### Metal 1

Supply wires on this layer in gray.
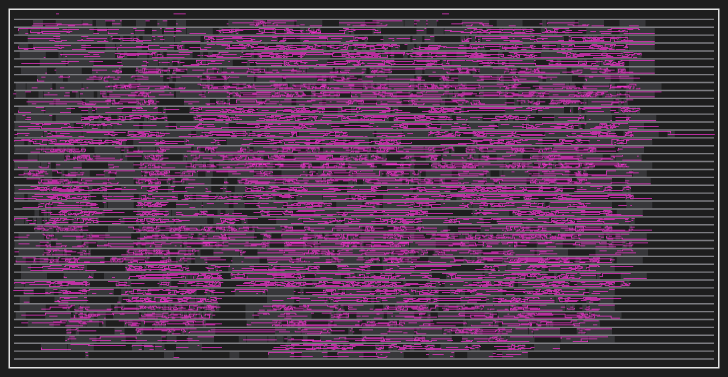
### Routing congestion

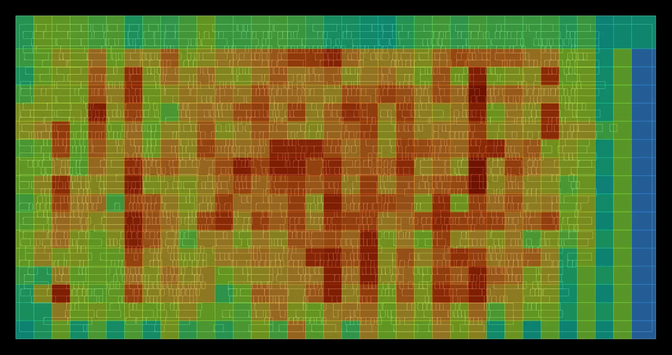
### Sequential cells grouped by signal name

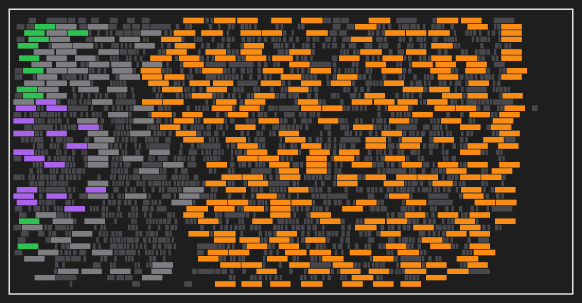
### M2 wires

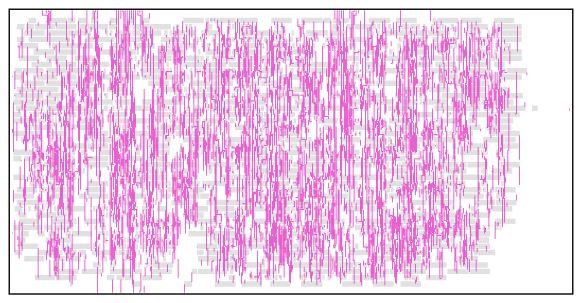
[src/rtl/lcd_bus_pkg.sv]
// Shared constants, types and helpers for the HD44780 bus monitor.
// Instruction classes follow the highest set bit of an RS=0 byte.
package lcd_bus_pkg;

  localparam logic [7:0] SPACE      = 8'h20;
  localparam logic [6:0] LINE1_BASE = 7'h00;
  localparam logic [6:0] LINE2_BASE = 7'h40;
  localparam logic [6:0] LINE1_LAST = 7'h27;
  localparam logic [6:0] LINE2_LAST = 7'h67;

  localparam int SHADOW_DEPTH   = 32;
  localparam int DEF_E_MIN_HIGH = 10;
  localparam int DEF_CLR_BUSY   = 76000;
  localparam int DEF_CMD_BUSY   = 1850;

  typedef enum logic [1:0] {
    ST_IDLE,
    ST_DECODE,
    ST_FILL
  } mon_state_t;

  typedef enum logic [3:0] {
    CLS_NOP,
    CLS_CLEAR,
    CLS_HOME,
    CLS_ENTRY,
    CLS_DISPLAY,
    CLS_SHIFT,
    CLS_FUNC,
    CLS_CGRAM,
    CLS_DDRAM
  } insn_class_t;

  typedef struct packed {
    logic       e;
    logic       rs;
    logic       rw;
    logic [7:0] data;
  } bus_sample_t;

  function automatic insn_class_t classify(input logic [7:0] b);
    insn_class_t cls;
    if (b[7])      cls = CLS_DDRAM;
    else if (b[6]) cls = CLS_CGRAM;
    else if (b[5]) cls = CLS_FUNC;
    else if (b[4]) cls = CLS_SHIFT;
    else if (b[3]) cls = CLS_DISPLAY;
    else if (b[2]) cls = CLS_ENTRY;
    else if (b[1]) cls = CLS_HOME;
    else if (b[0]) cls = CLS_CLEAR;
    else           cls = CLS_NOP;
    return cls;
  endfunction

  // The address counter runs line 1 then line 2 and wraps around both ends.
  function automatic logic [6:0] step_addr(input logic [6:0] a, input logic inc);
    logic [6:0] n;
    if (inc) begin
      if (a == LINE1_LAST)      n = LINE2_BASE;
      else if (a == LINE2_LAST) n = LINE1_BASE;
      else                      n = a + 7'd1;
    end else begin
      if (a == LINE1_BASE)      n = LINE2_LAST;
      else if (a == LINE2_BASE) n = LINE1_LAST;
      else                      n = a - 7'd1;
    end
    return n;
  endfunction

endpackage

[src/rtl/lcd_bus_monitor_if.sv]
// Observed HD44780 pin bundle; the monitor only ever listens (slave).
interface lcd_bus_monitor_if;

  logic [7:0] lcd_data;
  logic       lcd_rs;
  logic       lcd_rw;
  logic       lcd_e;

  modport master (output lcd_data, output lcd_rs, output lcd_rw, output lcd_e);
  modport slave  (input  lcd_data, input  lcd_rs, input  lcd_rw, input  lcd_e);

endinterface

[src/rtl/lcd_ddram_shadow.sv]
// 32x8 copy of the visible DDRAM characters, one write port and one
// combinational read port; reset fills every entry with a space.
module lcd_ddram_shadow
  import lcd_bus_pkg::*;
(
  input  logic       clk,
  input  logic       rst,
  input  logic       we,
  input  logic [4:0] wr_addr,
  input  logic [7:0] wr_data,
  input  logic [4:0] rd_addr,
  output logic [7:0] rd_data
);

  logic [7:0] mem [SHADOW_DEPTH];

  always_ff @(posedge clk or posedge rst) begin
    if (rst) begin
      for (int i = 0; i < SHADOW_DEPTH; i++) mem[i] <= SPACE;
    end else if (we) begin
      mem[wr_addr] <= wr_data;
    end
  end

  assign rd_data = mem[rd_addr];

endmodule

[src/rtl/lcd_bus_monitor.sv]
// Passive HD44780 bus monitor: decodes strobes seen on the pins, tracks the
// controller's address counter and keeps a shadow of the two visible lines.
module lcd_bus_monitor
  import lcd_bus_pkg::*;
#(
  parameter int E_MIN_HIGH = DEF_E_MIN_HIGH,
  parameter int CLR_BUSY   = DEF_CLR_BUSY,
  parameter int CMD_BUSY   = DEF_CMD_BUSY
) (
  input  logic               clk,
  input  logic               rst,
  lcd_bus_monitor_if.slave   bus,
  input  logic               err_clr,
  input  logic [4:0]         rd_addr,
  output logic [7:0]         rd_char,
  output logic [6:0]         cursor_addr,
  output logic               display_on,
  output logic               cmd_valid,
  output logic [7:0]         cmd_byte,
  output logic               char_valid,
  output logic [7:0]         char_byte,
  output logic               busy,
  output logic [2:0]         err_flags
);

  localparam int EW       = $clog2(E_MIN_HIGH + 2);
  localparam int BUSY_MAX = (CLR_BUSY > CMD_BUSY) ? CLR_BUSY : CMD_BUSY;
  localparam int BW       = $clog2(BUSY_MAX + 2);
  localparam logic [EW-1:0] E_SAT = EW'(E_MIN_HIGH);

  bus_sample_t sync_a, sync_b, sync_prev;
  logic [EW-1:0] e_cnt;
  logic [BW-1:0] busy_cnt, busy_reload;
  mon_state_t    state, state_next;
  logic [4:0]    fill_idx;
  logic          dec_rs;
  logic [7:0]    dec_byte;
  insn_class_t   dec_class;
  logic          inc_mode;
  logic          cgram_mode;

  logic strobe, err_short, err_rw, err_busy, accept;
  logic       sh_we;
  logic [4:0] sh_addr;
  logic [7:0] sh_data;

  // Pins are asynchronous to clk; sync_prev is the cycle before sync_b,
  // so at a strobe it still holds the last E-high sample.
  always_ff @(posedge clk or posedge rst) begin
    if (rst) begin
      sync_a    <= '0;
      sync_b    <= '0;
      sync_prev <= '0;
    end else begin
      sync_a    <= {bus.lcd_e, bus.lcd_rs, bus.lcd_rw, bus.lcd_data};
      sync_b    <= sync_a;
      sync_prev <= sync_b;
    end
  end

  always_ff @(posedge clk or posedge rst) begin
    if (rst)                 e_cnt <= '0;
    else if (!sync_b.e)      e_cnt <= '0;
    else if (e_cnt != E_SAT) e_cnt <= e_cnt + EW'(1);
  end

  assign strobe    = sync_prev.e && !sync_b.e;
  assign err_short = strobe && (e_cnt < E_SAT);
  assign err_rw    = strobe && sync_prev.rw;
  assign err_busy  = strobe && (busy || state != ST_IDLE);
  assign accept    = strobe && !err_short && !err_rw && !err_busy;

  always_comb begin
    busy_reload = BW'(CMD_BUSY);
    if (!sync_prev.rs && (classify(sync_prev.data) inside {CLS_CLEAR, CLS_HOME}))
      busy_reload = BW'(CLR_BUSY);
  end

  always_ff @(posedge clk or posedge rst) begin
    if (rst) begin
      cmd_valid  <= 1'b0;
      char_valid <= 1'b0;
      cmd_byte   <= '0;
      char_byte  <= '0;
      dec_rs     <= 1'b0;
      dec_byte   <= '0;
      busy_cnt   <= '0;
      err_flags  <= '0;
    end else begin
      cmd_valid  <= accept && !sync_prev.rs;
      char_valid <= accept && sync_prev.rs;
      if (accept && !sync_prev.rs) cmd_byte  <= sync_prev.data;
      if (accept && sync_prev.rs)  char_byte <= sync_prev.data;
      if (accept) begin
        dec_rs   <= sync_prev.rs;
        dec_byte <= sync_prev.data;
        busy_cnt <= busy_reload;
      end else if (busy_cnt != '0) begin
        busy_cnt <= busy_cnt - BW'(1);
      end
      // A fresh error event overrides a clear arriving in the same cycle.
      err_flags <= (err_clr ? 3'b000 : err_flags) | {err_busy, err_rw, err_short};
    end
  end

  assign busy      = (busy_cnt != '0);
  assign dec_class = classify(dec_byte);

  always_ff @(posedge clk or posedge rst) begin
    if (rst) state <= ST_IDLE;
    else     state <= state_next;
  end

  always_comb begin
    state_next = state;
    unique case (state)
      ST_IDLE:   if (accept) state_next = ST_DECODE;
      ST_DECODE: state_next = (!dec_rs && dec_byte == 8'h01) ? ST_FILL : ST_IDLE;
      ST_FILL:   if (fill_idx == 5'(SHADOW_DEPTH - 1)) state_next = ST_IDLE;
      default:   state_next = ST_IDLE;
    endcase
  end

  always_ff @(posedge clk or posedge rst) begin
    if (rst)                  fill_idx <= '0;
    else if (state != ST_FILL) fill_idx <= '0;
    else                      fill_idx <= fill_idx + 5'd1;
  end

  always_ff @(posedge clk or posedge rst) begin
    if (rst) begin
      cursor_addr <= LINE1_BASE;
      inc_mode    <= 1'b1;
      cgram_mode  <= 1'b0;
      display_on  <= 1'b0;
    end else if (state == ST_DECODE) begin
      if (dec_rs) begin
        if (!cgram_mode) cursor_addr <= step_addr(cursor_addr, inc_mode);
      end else begin
        unique case (dec_class)
          CLS_CLEAR: begin
            cursor_addr <= LINE1_BASE;
            inc_mode    <= 1'b1;
          end
          CLS_HOME:    cursor_addr <= LINE1_BASE;
          CLS_ENTRY:   inc_mode    <= dec_byte[1];
          CLS_DISPLAY: display_on  <= dec_byte[2];
          CLS_SHIFT:   if (!dec_byte[3]) cursor_addr <= step_addr(cursor_addr, dec_byte[2]);
          CLS_CGRAM:   cgram_mode  <= 1'b1;
          CLS_DDRAM: begin
            cursor_addr <= dec_byte[6:0];
            cgram_mode  <= 1'b0;
          end
          default: ;
        endcase
      end
    end
  end

  // Only the first 16 cells of each line are mirrored.
  always_comb begin
    sh_we   = 1'b0;
    sh_addr = fill_idx;
    sh_data = SPACE;
    if (state == ST_FILL) begin
      sh_we = 1'b1;
    end else if (state == ST_DECODE && dec_rs && !cgram_mode) begin
      sh_data = dec_byte;
      if (cursor_addr[6:4] == LINE1_BASE[6:4]) begin
        sh_we   = 1'b1;
        sh_addr = {1'b0, cursor_addr[3:0]};
      end else if (cursor_addr[6:4] == LINE2_BASE[6:4]) begin
        sh_we   = 1'b1;
        sh_addr = {1'b1, cursor_addr[3:0]};
      end
    end
  end

  lcd_ddram_shadow u_shadow (
    .clk     (clk),
    .rst     (rst),
    .we      (sh_we),
    .wr_addr (sh_addr),
    .wr_data (sh_data),
    .rd_addr (rd_addr),
    .rd_data (rd_char)
  );

endmodule

[src/flat_wrapper.sv]
// flat-port wrapper written by rule: the top's interface ports become plain ports
module lcd_bus_monitor_flat import lcd_bus_pkg::*;
#(
  parameter int E_MIN_HIGH = DEF_E_MIN_HIGH,
  parameter int CLR_BUSY   = DEF_CLR_BUSY,
  parameter int CMD_BUSY   = DEF_CMD_BUSY
)
  (clk, rst, err_clr, rd_addr, rd_char, cursor_addr, display_on, cmd_valid, cmd_byte, char_valid, char_byte, busy, err_flags, bus_lcd_data, bus_lcd_rs, bus_lcd_rw, bus_lcd_e);
  lcd_bus_monitor_if bus_i ();
  input  logic clk;
  input  logic rst;
  input  logic err_clr;
  input  logic [4:0] rd_addr;
  output logic [7:0] rd_char;
  output logic [6:0] cursor_addr;
  output logic display_on;
  output logic cmd_valid;
  output logic [7:0] cmd_byte;
  output logic char_valid;
  output logic [7:0] char_byte;
  output logic busy;
  output logic [2:0] err_flags;
  input wire logic [$bits(bus_i.lcd_data)-1:0] bus_lcd_data;
  input wire logic [$bits(bus_i.lcd_rs)-1:0] bus_lcd_rs;
  input wire logic [$bits(bus_i.lcd_rw)-1:0] bus_lcd_rw;
  input wire logic [$bits(bus_i.lcd_e)-1:0] bus_lcd_e;
  assign bus_i.lcd_data = bus_lcd_data;
  assign bus_i.lcd_rs = bus_lcd_rs;
  assign bus_i.lcd_rw = bus_lcd_rw;
  assign bus_i.lcd_e = bus_lcd_e;
  lcd_bus_monitor #(.E_MIN_HIGH(E_MIN_HIGH), .CLR_BUSY(CLR_BUSY), .CMD_BUSY(CMD_BUSY)) u_core (.clk(clk), .rst(rst), .bus(bus_i), .err_clr(err_clr), .rd_addr(rd_addr), .rd_char(rd_char), .cursor_addr(cursor_addr), .display_on(display_on), .cmd_valid(cmd_valid), .cmd_byte(cmd_byte), .char_valid(char_valid), .char_byte(char_byte), .busy(busy), .err_flags(err_flags));
endmodule
[config.mk]
export PLATFORM = sky130hd
export DESIGN_NAME = lcd_bus_monitor_flat
export DESIGN_NICKNAME = d
export VERILOG_FILES = /design/src/rtl/lcd_bus_pkg.sv /design/src/rtl/lcd_bus_monitor_if.sv /design/src/rtl/lcd_ddram_shadow.sv /design/src/rtl/lcd_bus_monitor.sv /design/src/flat_wrapper.sv
export SDC_FILE = /design/constraint.sdc
export NUM_CORES = 1
export LEC_CHECK = 0
export ABC_AREA = 1
export CAP_MARGIN = 0
export CORE_ASPECT_RATIO = 0.5
export CORE_UTILIZATION = 55
export DETAILED_ROUTE_END_ITERATION = 6
export PLACE_DENSITY = 0.75
export SLEW_MARGIN = 20
export SYNTH_ARGS = -nofsm -noshare
export SYNTH_HDL_FRONTEND = slang
export SYNTH_SLANG_ARGS = --single-unit
[constraint.sdc]
create_clock -name clk -period 12 [get_ports clk]
set_input_delay 2.4 -clock clk [delete_from_list [all_inputs] [get_ports clk]]
set_output_delay 2.4 -clock clk [all_outputs]
set_load 0.02 [all_outputs]
==> flow_metrics.tcl <==
# flow metrics
set metrics [dict create \
    drive_gt1_share_pct 7.39 \
    edf_count 0 \
    cts-resized-gates 0 \
    fin_ws_ns 3.88 \
    clk_pin_slew_worst_paths_ns 0.07 \
    setup_tns_ns 0 \
    status "finished clean" \
    rsz0062_at_grt "false" \
    num_rows 43 \
    clock_path_buffers 3 \
    grt_max_degree 143 \
    worst_slew_pin_slew_ns 1.08 \
    r2r-start "u_core.dec_rs" \
    cts_buffers 31 \
    fill_cells 2369 \
    rr_worst_depth 11 \
    yosys.area_share.xor_xnor_pct 0.980 \
    wl_per_cell_um 17.8 \
    routed_wirelength_mm 40.9 \
    netlist.area_leader.share_pct 50.4 \
    grt_overflow 0 \
    place.gp.congestion 0.892 \
    die_h_um 123 \
]
-- 'Metal 1' (at the start) --
- main direction: horizontal
- longest straight run: 51.5 um

-- 'Routing congestion' (at the start) --
met1 usage: 42.3%
met3 Use GR: 7.21%
fin util: 63.3%

-- 'Sequential cells grouped by signal name' (at the start) --
- `u_core.busy_cnt`: purple (placed flops 17; where west)
- `u_core.sync_a`: green (placed flops 11)
- `u_core.u_shadow.mem`: orange (placed flops 256)
P_seq: 1.27 mW
Seq area share: 50.3%
Flop area: 8970 um^2

-- 'M2 wires' (at the start) --
- wire length on this layer: 17600 um
- nets with wire on the layer: 1465
- share of all routed wire: 43%
- longest straight run: 62.7 um

[layout make-up]
type / count / area, um^2 / share of cell area (%)
well taps: 382 / 478 / 2.68
clock buffers: 47 / 926 / 5.19
flip-flops and latches: 357 / 8970 / 50.3
inverters: 81 / 310 / 1.74
multi-input cells: 1341 / 6320 / 35.4
clock inverters: 10 / 133 / 0.743
repair buffers: 73 / 697 / 3.91
[kinds of logic (layout without fill, tap and decap cells)]
| family | Yosys count | after routing |
|---|---|---|
| adder cells (fa/ha/maj) | 7 | 7 |
| AND-OR/OR-AND | 541 | 541 |
| flip-flops | 357 | 357 |
| XOR/XNOR | 18 | 18 |
| buffers and inverters | 201 | 211 |
| AND/OR/NAND/NOR | 775 | 775 |
[per-layer routing]
layer | global-route usage, % | share of wire (%) | vias to the layer above
met1 | 42.3 | 46 | 6385
met3 | 7.21 | 9.4 | 55
met2 | 40.3 | 43 | 534
met5 | 0 | 0 | -
met4 | 6.64 | 1.9 | 0
li1 | - | - | 6305
[power breakdown]
group	switching, mW	leakage, nW	internal (mW)	total (mW)
clock	0.449	0.526	0.596	1.04
combinational	0.141	2.64	0.0782	0.219
sequential	0.0275	4.76	1.24	1.27
total	0.617	7.92	1.91	2.53
[worst min path at each step]
stage / from / to / depth (start not counted)
floorplan: u_core.sync_a[0] / u_core.sync_b[0] / 0
global placement: u_core.sync_a[8] / u_core.sync_b[8] / 0
CTS: u_core.sync_b[8] / u_core.sync_prev[8] / 0
finish: u_core.sync_b[8] / u_core.sync_prev[8] / 0
detailed placement: u_core.sync_a[3] / u_core.sync_b[3] / 0
global route: u_core.sync_b[1] / u_core.sync_prev[1] / 0
[through the flow]
stage / power [mW] / std cells / utilization, % / hold WS (ns)
5_1_grt: 2.62 / 2291 / 63.3 / 0.352
2_1_floorplan: 1.44 / 1899 / - / 0.331
6_report: 2.53 / 2291 / 63.3 / 0.345
4_1_cts: 2.54 / 2291 / 63.3 / 0.347
3_3_place_gp: 1.50 / 2234 / 59.5 / 0.332
3_5_place_dp: 1.50 / 2234 / 59.5 / 0.335
[critical path: stages]
cell	delay [ns]
buf_4	0.29
clkinv_2	0.30
buf_4	0.47
buf_4	0.55
o21ai_0	0.14
o22ai_1	0.14
o21ai_0	0.08
o21ai_0	0.49
nand2_1	0.10
nand2_1	0.09
clkdlybuf4s50_1	0.61
[flip-flops by register name, summed over array words and instances (netlist names), 2 cells and up]
signal	flops
u_core.u_shadow.mem	256
u_core.busy_cnt	17
u_core.sync_a	11
u_core.sync_b	11
u_core.sync_prev	11
u_core.char_byte	8
u_core.cmd_byte	8
u_core.dec_byte	8
u_core.cursor_addr	7
u_core.fill_idx	5
u_core.e_cnt	4
u_core.err_flags	3
u_core.state	2
[cells in the final DEF (no fill, tap or decap), drive strengths merged, types with 5 or more instances in the layout]
cell	instances
a21oi	36
buf	19
clkbuf	47
clkdlybuf4s50	54
clkinv	10
dfrtp	324
dfstp	33
ha	7
inv	77
nand2	486
nand3	67
nand4	9
nor2	202
nor3	5
o21a	6
o21ai	431
o221ai	46
o22ai	16
xnor2	7
xor2	11
Power is estimated from default activity; no workload was simulated.
